[config.mk]
export PLATFORM = sky130hd
export DESIGN_NAME = serial_ram_ctrl
export DESIGN_NICKNAME = d
export VERILOG_FILES = /design/src/rtl/serial_ram_pkg.sv /design/src/rtl/serial_ram_tick.sv /design/src/rtl/serial_ram_ctrl.sv
export SDC_FILE = /design/constraint.sdc
export NUM_CORES = 1
export LEC_CHECK = 0
export CAP_MARGIN = 20
export CORE_ASPECT_RATIO = 1.2
export CORE_UTILIZATION = 35
export CTS_CLUSTER_SIZE = 14
export DETAILED_ROUTE_END_ITERATION = 16
export PLACE_DENSITY = 0.65
export SYNTH_ARGS = -nofsm -noshare
export SYNTH_HDL_FRONTEND = slang
export SYNTH_HIERARCHICAL = 1
export SYNTH_SLANG_ARGS = --single-unit
[constraint.sdc]
create_clock -name clk_i -period 5.05 [get_ports clk_i]
set_input_delay 1.2625 -clock clk_i [delete_from_list [all_inputs] [get_ports clk_i]]
set_output_delay 1.2625 -clock clk_i [all_outputs]
set_load 0.05 [all_outputs]
[src/rtl/serial_ram_pkg.sv]
// Shared opcodes, state encoding and frame sizing for the serial RAM controller.
package serial_ram_pkg;

    localparam logic [7:0] OP_WRITE = 8'h02;
    localparam logic [7:0] OP_READ  = 8'h03;

    typedef enum logic [2:0] {
        IDLE,
        CS_SETUP,
        SHIFT,
        CS_HOLD,
        CS_GAP
    } state_e;

    function automatic int unsigned frame_bits(int unsigned addr_w, int unsigned data_w);
        return 8 + addr_w + data_w;
    endfunction

endpackage

[src/rtl/serial_ram_tick.sv]
// Half-period timebase: one-cycle tick every HALF_DIV clocks, realigned by restart_i.
module serial_ram_tick #(
    parameter int unsigned HALF_DIV = 11
) (
    input  logic clk_i,
    input  logic rst_i,
    input  logic restart_i,
    output logic tick_o,
    output logic tick_next_o
);

    localparam int unsigned CNT_W = (HALF_DIV > 1) ? $clog2(HALF_DIV) : 1;
    localparam logic [CNT_W-1:0] LOAD = CNT_W'(HALF_DIV - 1);

    logic [CNT_W-1:0] cnt_q;
    logic [CNT_W-1:0] cnt_d;

    always_comb begin
        cnt_d = cnt_q - 1'b1;
        if (restart_i || (cnt_q == '0)) begin
            cnt_d = LOAD;
        end
    end

    assign tick_o = (cnt_q == '0);
    // Lets the FSM register an output that must be valid in the tick cycle itself.
    assign tick_next_o = (cnt_d == '0);

    always_ff @(posedge clk_i) begin
        if (rst_i) begin
            cnt_q <= LOAD;
        end else begin
            cnt_q <= cnt_d;
        end
    end

endmodule

[src/rtl/serial_ram_ctrl.sv]
// Framed SPI mode 0 master for the bit-serial RAM: one opcode/address/data word per request.
module serial_ram_ctrl
    import serial_ram_pkg::*;
#(
    parameter int unsigned HALF_DIV = 11,
    parameter int unsigned ADDR_W   = 16,
    parameter int unsigned DATA_W   = 8
) (
    input  logic              clk_i,
    input  logic              rst_i,
    input  logic              req_i,
    input  logic              we_i,
    input  logic [ADDR_W-1:0] addr_i,
    input  logic [DATA_W-1:0] wdata_i,
    output logic              ready_o,
    output logic              done_o,
    output logic [DATA_W-1:0] rdata_o,
    output logic              cs_n_o,
    output logic              sclk_o,
    output logic              mosi_o,
    input  logic              miso_i
);

    localparam int unsigned FRAME_W = frame_bits(ADDR_W, DATA_W);
    localparam int unsigned BIT_W   = $clog2(FRAME_W + 1);

    state_e             state_q;
    logic [FRAME_W-1:0] tx_q;
    logic [DATA_W-1:0]  rx_q;
    logic [DATA_W-1:0]  rdata_q;
    logic [BIT_W-1:0]   bit_cnt_q;
    logic               we_q;
    logic               ready_q;
    logic               done_q;
    logic               cs_n_q;
    logic               sclk_q;
    logic               mosi_q;

    logic               tick;
    logic               tick_next;
    logic               restart;
    logic               accept;
    logic               last_fall;
    logic [FRAME_W-1:0] frame;

    assign frame = {(we_i ? OP_WRITE : OP_READ), addr_i, (we_i ? wdata_i : {DATA_W{1'b0}})};

    // ready_q is only high in IDLE and in the final CS_GAP cycle, so a waiting request
    // restarts the frame with exactly HALF_DIV cycles of cs high.
    assign accept    = ready_q & req_i;
    assign last_fall = (state_q == SHIFT) && tick && sclk_q && (bit_cnt_q == BIT_W'(1));
    assign restart   = accept | last_fall |
                       (tick & (state_q inside {CS_SETUP, CS_HOLD, CS_GAP}));

    serial_ram_tick #(
        .HALF_DIV (HALF_DIV)
    ) u_tick (
        .clk_i       (clk_i),
        .rst_i       (rst_i),
        .restart_i   (restart),
        .tick_o      (tick),
        .tick_next_o (tick_next)
    );

    always_ff @(posedge clk_i) begin
        if (rst_i) begin
            state_q   <= IDLE;
            tx_q      <= '0;
            rx_q      <= '0;
            rdata_q   <= '0;
            bit_cnt_q <= '0;
            we_q      <= 1'b0;
            ready_q   <= 1'b1;
            done_q    <= 1'b0;
            cs_n_q    <= 1'b1;
            sclk_q    <= 1'b0;
            mosi_q    <= 1'b0;
        end else begin
            done_q <= 1'b0;
            if (accept) begin
                state_q   <= CS_SETUP;
                ready_q   <= 1'b0;
                cs_n_q    <= 1'b0;
                sclk_q    <= 1'b0;
                we_q      <= we_i;
                tx_q      <= frame;
                mosi_q    <= frame[FRAME_W-1];
                bit_cnt_q <= BIT_W'(FRAME_W);
            end else begin
                unique case (state_q)
                    IDLE: begin
                        ready_q <= 1'b1;
                    end
                    CS_SETUP: begin
                        if (tick) begin
                            state_q <= SHIFT;
                        end
                    end
                    SHIFT: begin
                        if (tick) begin
                            sclk_q <= ~sclk_q;
                            if (!sclk_q) begin
                                rx_q <= {rx_q[DATA_W-2:0], miso_i};
                            end else begin
                                bit_cnt_q <= bit_cnt_q - 1'b1;
                                if (last_fall) begin
                                    state_q <= CS_HOLD;
                                end else begin
                                    mosi_q <= tx_q[FRAME_W-2];
                                    tx_q   <= {tx_q[FRAME_W-2:0], 1'b0};
                                end
                            end
                        end
                    end
                    CS_HOLD: begin
                        if (tick) begin
                            state_q <= CS_GAP;
                            cs_n_q  <= 1'b1;
                            done_q  <= 1'b1;
                            ready_q <= tick_next;
                            if (!we_q) begin
                                rdata_q <= rx_q;
                            end
                        end
                    end
                    CS_GAP: begin
                        if (tick) begin
                            state_q <= IDLE;
                            ready_q <= 1'b1;
                        end else begin
                            ready_q <= tick_next;
                        end
                    end
                    default: begin
                        state_q <= IDLE;
                    end
                endcase
            end
        end
    end

    assign ready_o = ready_q;
    assign done_o  = done_q;
    assign rdata_o = rdata_q;
    assign cs_n_o  = cs_n_q;
    assign sclk_o  = sclk_q;
    assign mosi_o  = mosi_q;

endmodule

Run 1, drive-strength map:
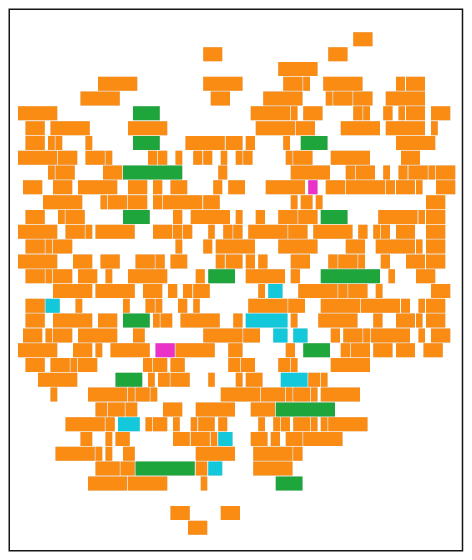
| colour | size | cells | share |
|---|---|---|---|
| green | _6 and larger | 14 | 4.2% |
| orange | _0 and _1 cells | 312 | 93% |
| magenta | _2 cells | 2 | 0.59% |
| cyan | _3 and _4 cells | 9 | 2.7% |
post-synthesis to final-layout area growth: 26.3%
area of all placed cells without fillers: 0.00348 sq mm
number of non-clock buffers in the layout: 47
final worst setup slack: 1.97 ns

Run 1, cells coloured by class:
Scale bar: 20 um. Fill, decap, tap and diode cells in grey.
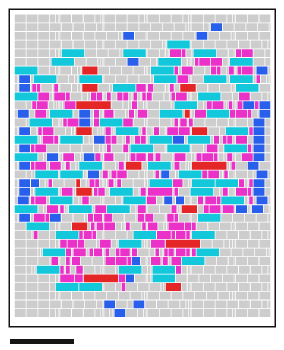
| colour | class | cells | share of their area |
|---|---|---|---|
| blue | remaining buffers and delay cells | 47 | 14% |
| red | clock drivers and dummy loads | 16 | 7.9% |
| magenta | combinational and other logic | 208 | 39% |
| cyan | sequential cells | 66 | 39% |
site row count: 35
Seq area share: 37.9%
post-layout utilization of the core: 45.5%
floorplan core area: 0.00766 sq mm

Run 1, M2 wires:
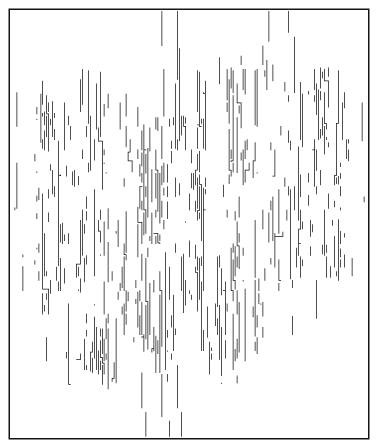
main direction: vertical
share of all routed wire: 42%
wire length on this layer: 2320 um
nets with wire on the layer: 285
total wire length after detailed routing: 5470 um
met2 Use GR: 21.1%
number of vias after detailed routing: 2128

Run 1, clock wiring as the flow saved it:
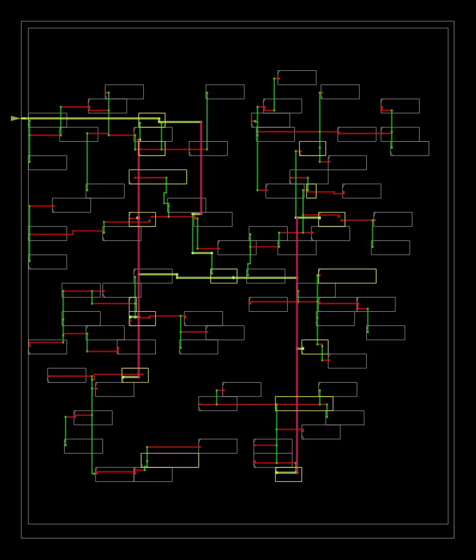
clk latency late pin: 0.33 ns
setup clock skew after layout: 0.00671 ns
Sinks on Clock Net: 66
clkbuf count: 11
power in the clock group: 0.000583 W

==> flow_metrics.env, run 1 <==
# physical design summary
export IMPL_run_status="completed"
export IMPL_maximum_buffer_depth_of_the_clock_tree=2
export IMPL_yosys_mux_area_fraction_pct=14.9
export IMPL_init_core_util_pct=36.0
export IMPL_hold_path_class="reg -> reg"
export IMPL_top_register="tx_q"
export IMPL_grt_pass1_vias=2044
export IMPL_power_group_top="clock"
export IMPL_ctsHoldBuffers=0
export IMPL_synthCells=294
export IMPL_cp_required_ns=3.79
export IMPL_postSynthAreaPerCell_sq_um=9.38
export IMPL_worstReg2RegEnd="u_tick/cnt_q[0]"
export IMPL_largest_register_ff_count=31
export IMPL_max_area_cell_share_pct=47.9
export IMPL_synth_compound_gate_area_share_pct=10.8
export IMPL_seq_power_share_pct=45.2
export IMPL_critical_path_start="sclk_o"
export IMPL_seqCellArea_sq_mm=0.00132
export IMPL_htree_levels=3
export IMPL_post_layout_total_power_w=0.00122
export IMPL_maxSlewHeadroom_pct=62.9
export IMPL_peakVddDrop_mv=0.163
export IMPL_chip_area_sq_mm=0.00824
export IMPL_endpoints_failing_setup=0
export IMPL_maxSlewViolCount=0
export IMPL_hpwlAfterDp_um=3530
export IMPL_top_cell="sky130_fd_sc_hd__dfxtp_1"
export IMPL_clk_pin_slew_ns=0.07
export IMPL_internal_power_w=0.000970
export IMPL_synth_warnings=6
export IMPL_m1WireLength_um=2660
export IMPL_ctsRootBufferMaster="sky130_fd_sc_hd__clkbuf_8"
export IMPL_floorplan_io_pins=42
export IMPL_mostFrequentLayoutCell="sky130_fd_sc_hd__dfxtp_1"
export IMPL_placed_cells_incl_taps=413
export IMPL_cts_tree="done"
export IMPL_worst_endpoint_arrival_ns=1.82
export IMPL_post_cts_resized=0
export IMPL_grt_busiest_layer="met2"
export IMPL_num_multi_input_gates=201
export IMPL_holdPathStages=2
export IMPL_yosys_chip_area_sq_mm=0.00276
export IMPL_routedWlPerCell_um=12.8
export IMPL_largestClassByArea="flip-flops and latches"
export IMPL_top_cells_by_area="sky130_fd_sc_hd__dfxtp_1 48%, sky130_fd_sc_hd__mux2i_1 15%, sky130_fd_sc_hd__nor2_1 4.8%"
export IMPL_synthSimpleGateAreaFrac_pct=17.6
export IMPL_syn_nets=326
export IMPL_tightest_slew_ns=0.555
export IMPL_yosys_area_top_type="sky130_fd_sc_hd__dfxtp_1"
export IMPL_ys_top_logic_family="simple AND/OR/NAND/NOR gates"
export IMPL_hold_ws_ns=0.463
export IMPL_power_share_switching_pct=20.1
export IMPL_placement_setup_worst_slack_ns=2.01
export IMPL_critical_path_top_delay_family="buffers and inverters"
export IMPL_min_from="we_q"
export IMPL_worstSetupStartpointType="register"
export IMPL_clock_area_share_pct=7.65
export IMPL_detailroute_wirelength_met2_um=2320
export IMPL_gr_total_overflow=0
export IMPL_worst_setup_path_endpoint="sclk_o"
export IMPL_top_signal_layer_used="met4"
export IMPL_pwr_cell_area_mw_per_mm2=349
export IMPL_worstReg2RegStart="u_tick/cnt_q[0]"
export IMPL_antenna_nets_post_route=0
export IMPL_ys_flops=66
export IMPL_critPathBufInv=1
export IMPL_synthArstFlopShare_pct=0
export IMPL_drt_drc_violations_left=0
export IMPL_grt_antenna_before_repair=0
export IMPL_synth_top_cells_by_count="66 x sky130_fd_sc_hd__dfxtp_1, 41 x sky130_fd_sc_hd__mux2i_1, 35 x sky130_fd_sc_hd__nor2_1"
==> run 2, diff against run 1 <==
--- a/config.mk
+++ b/config.mk
@@ -10,7 +10,7 @@
 export CORE_UTILIZATION = 35
 export CTS_CLUSTER_SIZE = 14
 export DETAILED_ROUTE_END_ITERATION = 16
-export PLACE_DENSITY = 0.65
+export PLACE_DENSITY = 0.67
 export SYNTH_ARGS = -nofsm -noshare
 export SYNTH_HDL_FRONTEND = slang
 export SYNTH_HIERARCHICAL = 1
==> constraint.sdc (replaced) <==
create_clock -name clk_i -period 2.6 [get_ports clk_i]
set_input_delay 0.65 -clock clk_i [delete_from_list [all_inputs] [get_ports clk_i]]
set_output_delay 0.65 -clock clk_i [all_outputs]
set_load 0.05 [all_outputs]
Run 2, M2 wires:
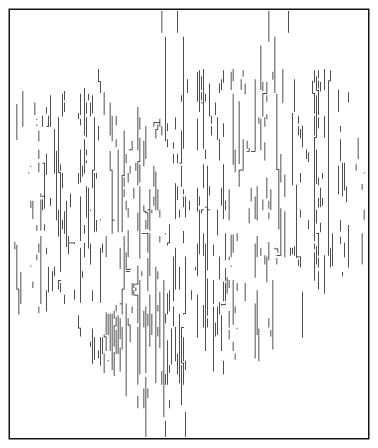
share of all routed wire: 44%
main direction: vertical
nets with wire on the layer: 296
longest straight run: 40.5 um
wire length on this layer: 2340 um

==> flow_metrics.env, run 2 <==
# physical design summary
export IMPL_run_status="completed"
export IMPL_yosys_area_top_type="sky130_fd_sc_hd__dfxtp_1"
export IMPL_slowest_delay_ns=0.41
export IMPL_synth_warnings=6
export IMPL_floorplan_io_pins=42
export IMPL_endpoints_failing_setup=0
export IMPL_min_from="we_q"
export IMPL_design_area_sq_mm=0.00354
export IMPL_hold_path_class="reg -> reg"
export IMPL_signal_buffers=57
export IMPL_clock_latency_ns=0.34
export IMPL_seqCellArea_sq_mm=0.00132
export IMPL_chip_area_sq_mm=0.00824
export IMPL_synthCells=294
export IMPL_power_share_switching_pct=23.6
export IMPL_stages_on_the_worst_setup_path=10
export IMPL_report_final_hold_viol_count=0
export IMPL_postSynthAreaPerCell_sq_um=9.38
export IMPL_placement_setup_worst_slack_ns=0.132
export IMPL_cp_required_ns=2.83
export IMPL_m1WireLength_um=2570
export IMPL_mostFrequentLayoutCell="sky130_fd_sc_hd__dfxtp_1"
export IMPL_largest_register_ff_count=31
export IMPL_internal_power_w=0.00168
export IMPL_max_area_cell_share_pct=47.9
export IMPL_antenna_nets_post_route=0
export IMPL_critical_path_max_fanout=5
export IMPL_clock_power_w=0.000964
export IMPL_detailroute_wirelength_met2_um=2340
export IMPL_init_core_util_pct=36.0
export IMPL_seq_power_share_pct=48.5
export IMPL_clock_area_share_pct=6.33
export IMPL_finalCoreUtilization_pct=46.2
export IMPL_syn_nets=326
export IMPL_area_growth_synth_to_final_pct=28.4
export IMPL_htree_levels=3
export IMPL_pwr_cell_area_mw_per_mm2=621
export IMPL_synthSimpleGateAreaFrac_pct=17.6
export IMPL_detail_route_wirelength_um=5380
export IMPL_yosys_chip_area_sq_mm=0.00276
export IMPL_grt_busiest_layer="met2"
export IMPL_top_cells_by_area="sky130_fd_sc_hd__dfxtp_1 48%, sky130_fd_sc_hd__mux2i_1 15%, sky130_fd_sc_hd__nor2_1 4.8%"
export IMPL_post_layout_total_power_w=0.00220
export IMPL_maxSlewHeadroom_pct=66.2
export IMPL_sinks_on_clock_net=66
export IMPL_ys_flops=66
export IMPL_grt_pass1_vias=2068
export IMPL_top_register="tx_q"
export IMPL_num_multi_input_gates=201
export IMPL_logic_area_sq_mm=0.00131
export IMPL_worstReg2RegEnd="u_tick/cnt_q[2]"
export IMPL_worst_endpoint_arrival_ns=2.66
export IMPL_top_signal_layer_used="met4"
export IMPL_post_cts_resized=0
export IMPL_tightest_slew_ns=0.505
export IMPL_core_area_sq_mm=0.00766
export IMPL_worstSetupStartpointType="register"
export IMPL_layout_setup_ws_ns=0.172
export IMPL_holdPathStages=2
export IMPL_ctsHoldBuffers=0
export IMPL_fin_worst_skew_ns=0.00973
export IMPL_critical_path_start="u_tick/cnt_q[0]"
export IMPL_placed_cells_incl_taps=419
export IMPL_synthArstFlopShare_pct=0
export IMPL_clk_pin_slew_ns=0.08
export IMPL_gp_routability_congestion=0.777
export IMPL_top_cell="sky130_fd_sc_hd__dfxtp_1"
export IMPL_clkbuf_count=9
export IMPL_critical_path_top_delay_family="simple AND/OR/NAND/NOR gates"
export IMPL_drt_drc_violations_left=0
export IMPL_ys_top_logic_family="simple AND/OR/NAND/NOR gates"
export IMPL_peakVddDrop_mv=0.397
export IMPL_critPathBufInv=2
export IMPL_grt_antenna_before_repair=0
export IMPL_worstReg2RegStart="u_tick/cnt_q[0]"
export IMPL_maximum_buffer_depth_of_the_clock_tree=2
export IMPL_synth_top_cells_by_count="66 x sky130_fd_sc_hd__dfxtp_1, 41 x sky130_fd_sc_hd__mux2i_1, 35 x sky130_fd_sc_hd__nor2_1"
export IMPL_number_of_vias_after_detailed_routing=2155
export IMPL_globalRouteMet2Util_pct=21.9
export IMPL_adder_share_pct=1.36
export IMPL_ctsRootBufferMaster="sky130_fd_sc_hd__clkbuf_8"
export IMPL_hold_ws_ns=0.456
export IMPL_cts_tree="done"
export IMPL_worst_setup_path_endpoint="u_tick/cnt_q[2]"
export IMPL_placedInstanceArea_sq_mm=0.00327
export IMPL_edf_count=0
export IMPL_largestClassByArea="flip-flops and latches"
==> run 3, diff against run 2 <==
--- a/config.mk
+++ b/config.mk
@@ -15,3 +15,4 @@
 export SYNTH_HDL_FRONTEND = slang
 export SYNTH_HIERARCHICAL = 1
 export SYNTH_SLANG_ARGS = --single-unit
+export TNS_END_PERCENT = 1
Run 3, drive-strength map:
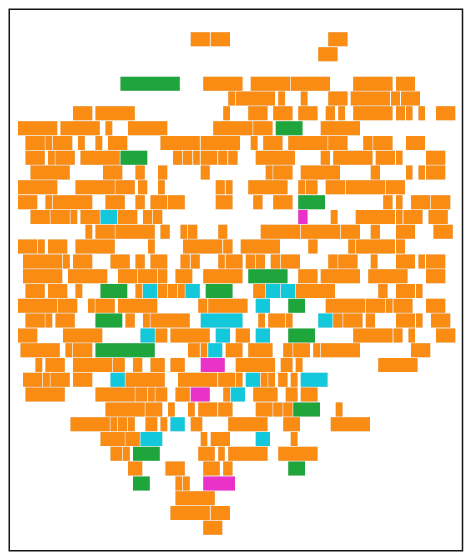
post-synthesis to final-layout area growth: 28.4%
area of all placed cells without fillers: 0.00354 sq mm

==> flow_metrics.env, run 3 <==
# physical design summary
export IMPL_run_status="completed"
export IMPL_chip_area_sq_mm=0.00824
export IMPL_init_core_util_pct=36.0
export IMPL_antenna_nets_post_route=0
export IMPL_fin_worst_skew_ns=0.00973
export IMPL_ctsRootBufferMaster="sky130_fd_sc_hd__clkbuf_8"
export IMPL_holdPathStages=2
export IMPL_placed_cells_incl_taps=419
export IMPL_clock_power_w=0.000964
export IMPL_placedInstanceArea_sq_mm=0.00327
export IMPL_synthArstFlopShare_pct=0
export IMPL_ys_flops=66
export IMPL_floorplan_io_pins=42
export IMPL_largest_register_ff_count=31
export IMPL_top_signal_layer_used="met4"
export IMPL_synthSimpleGateAreaFrac_pct=17.6
export IMPL_ctsHoldBuffers=0
export IMPL_internal_power_w=0.00168
export IMPL_synthCells=294
export IMPL_synth_top_cells_by_count="66 x sky130_fd_sc_hd__dfxtp_1, 41 x sky130_fd_sc_hd__mux2i_1, 35 x sky130_fd_sc_hd__nor2_1"
export IMPL_layout_setup_ws_ns=0.172
export IMPL_placement_setup_worst_slack_ns=0.132
export IMPL_pwr_cell_area_mw_per_mm2=621
export IMPL_detailroute_wirelength_met2_um=2340
export IMPL_report_final_hold_viol_count=0
export IMPL_edf_count=0
export IMPL_grt_pass1_vias=2068
export IMPL_post_cts_resized=0
export IMPL_detail_route_wirelength_um=5380
export IMPL_num_multi_input_gates=201
export IMPL_yosys_area_top_type="sky130_fd_sc_hd__dfxtp_1"
export IMPL_hold_path_class="reg -> reg"
export IMPL_mostFrequentLayoutCell="sky130_fd_sc_hd__dfxtp_1"
export IMPL_clock_latency_ns=0.34
export IMPL_seq_power_share_pct=48.5
export IMPL_signal_buffers=57
export IMPL_core_area_sq_mm=0.00766
export IMPL_maxSlewHeadroom_pct=66.2
export IMPL_drt_drc_violations_left=0
export IMPL_postSynthAreaPerCell_sq_um=9.38
export IMPL_seqCellArea_sq_mm=0.00132
export IMPL_number_of_vias_after_detailed_routing=2155
export IMPL_worst_setup_path_endpoint="u_tick/cnt_q[2]"
No activity file was given, so power comes from the tool's default toggle rates.
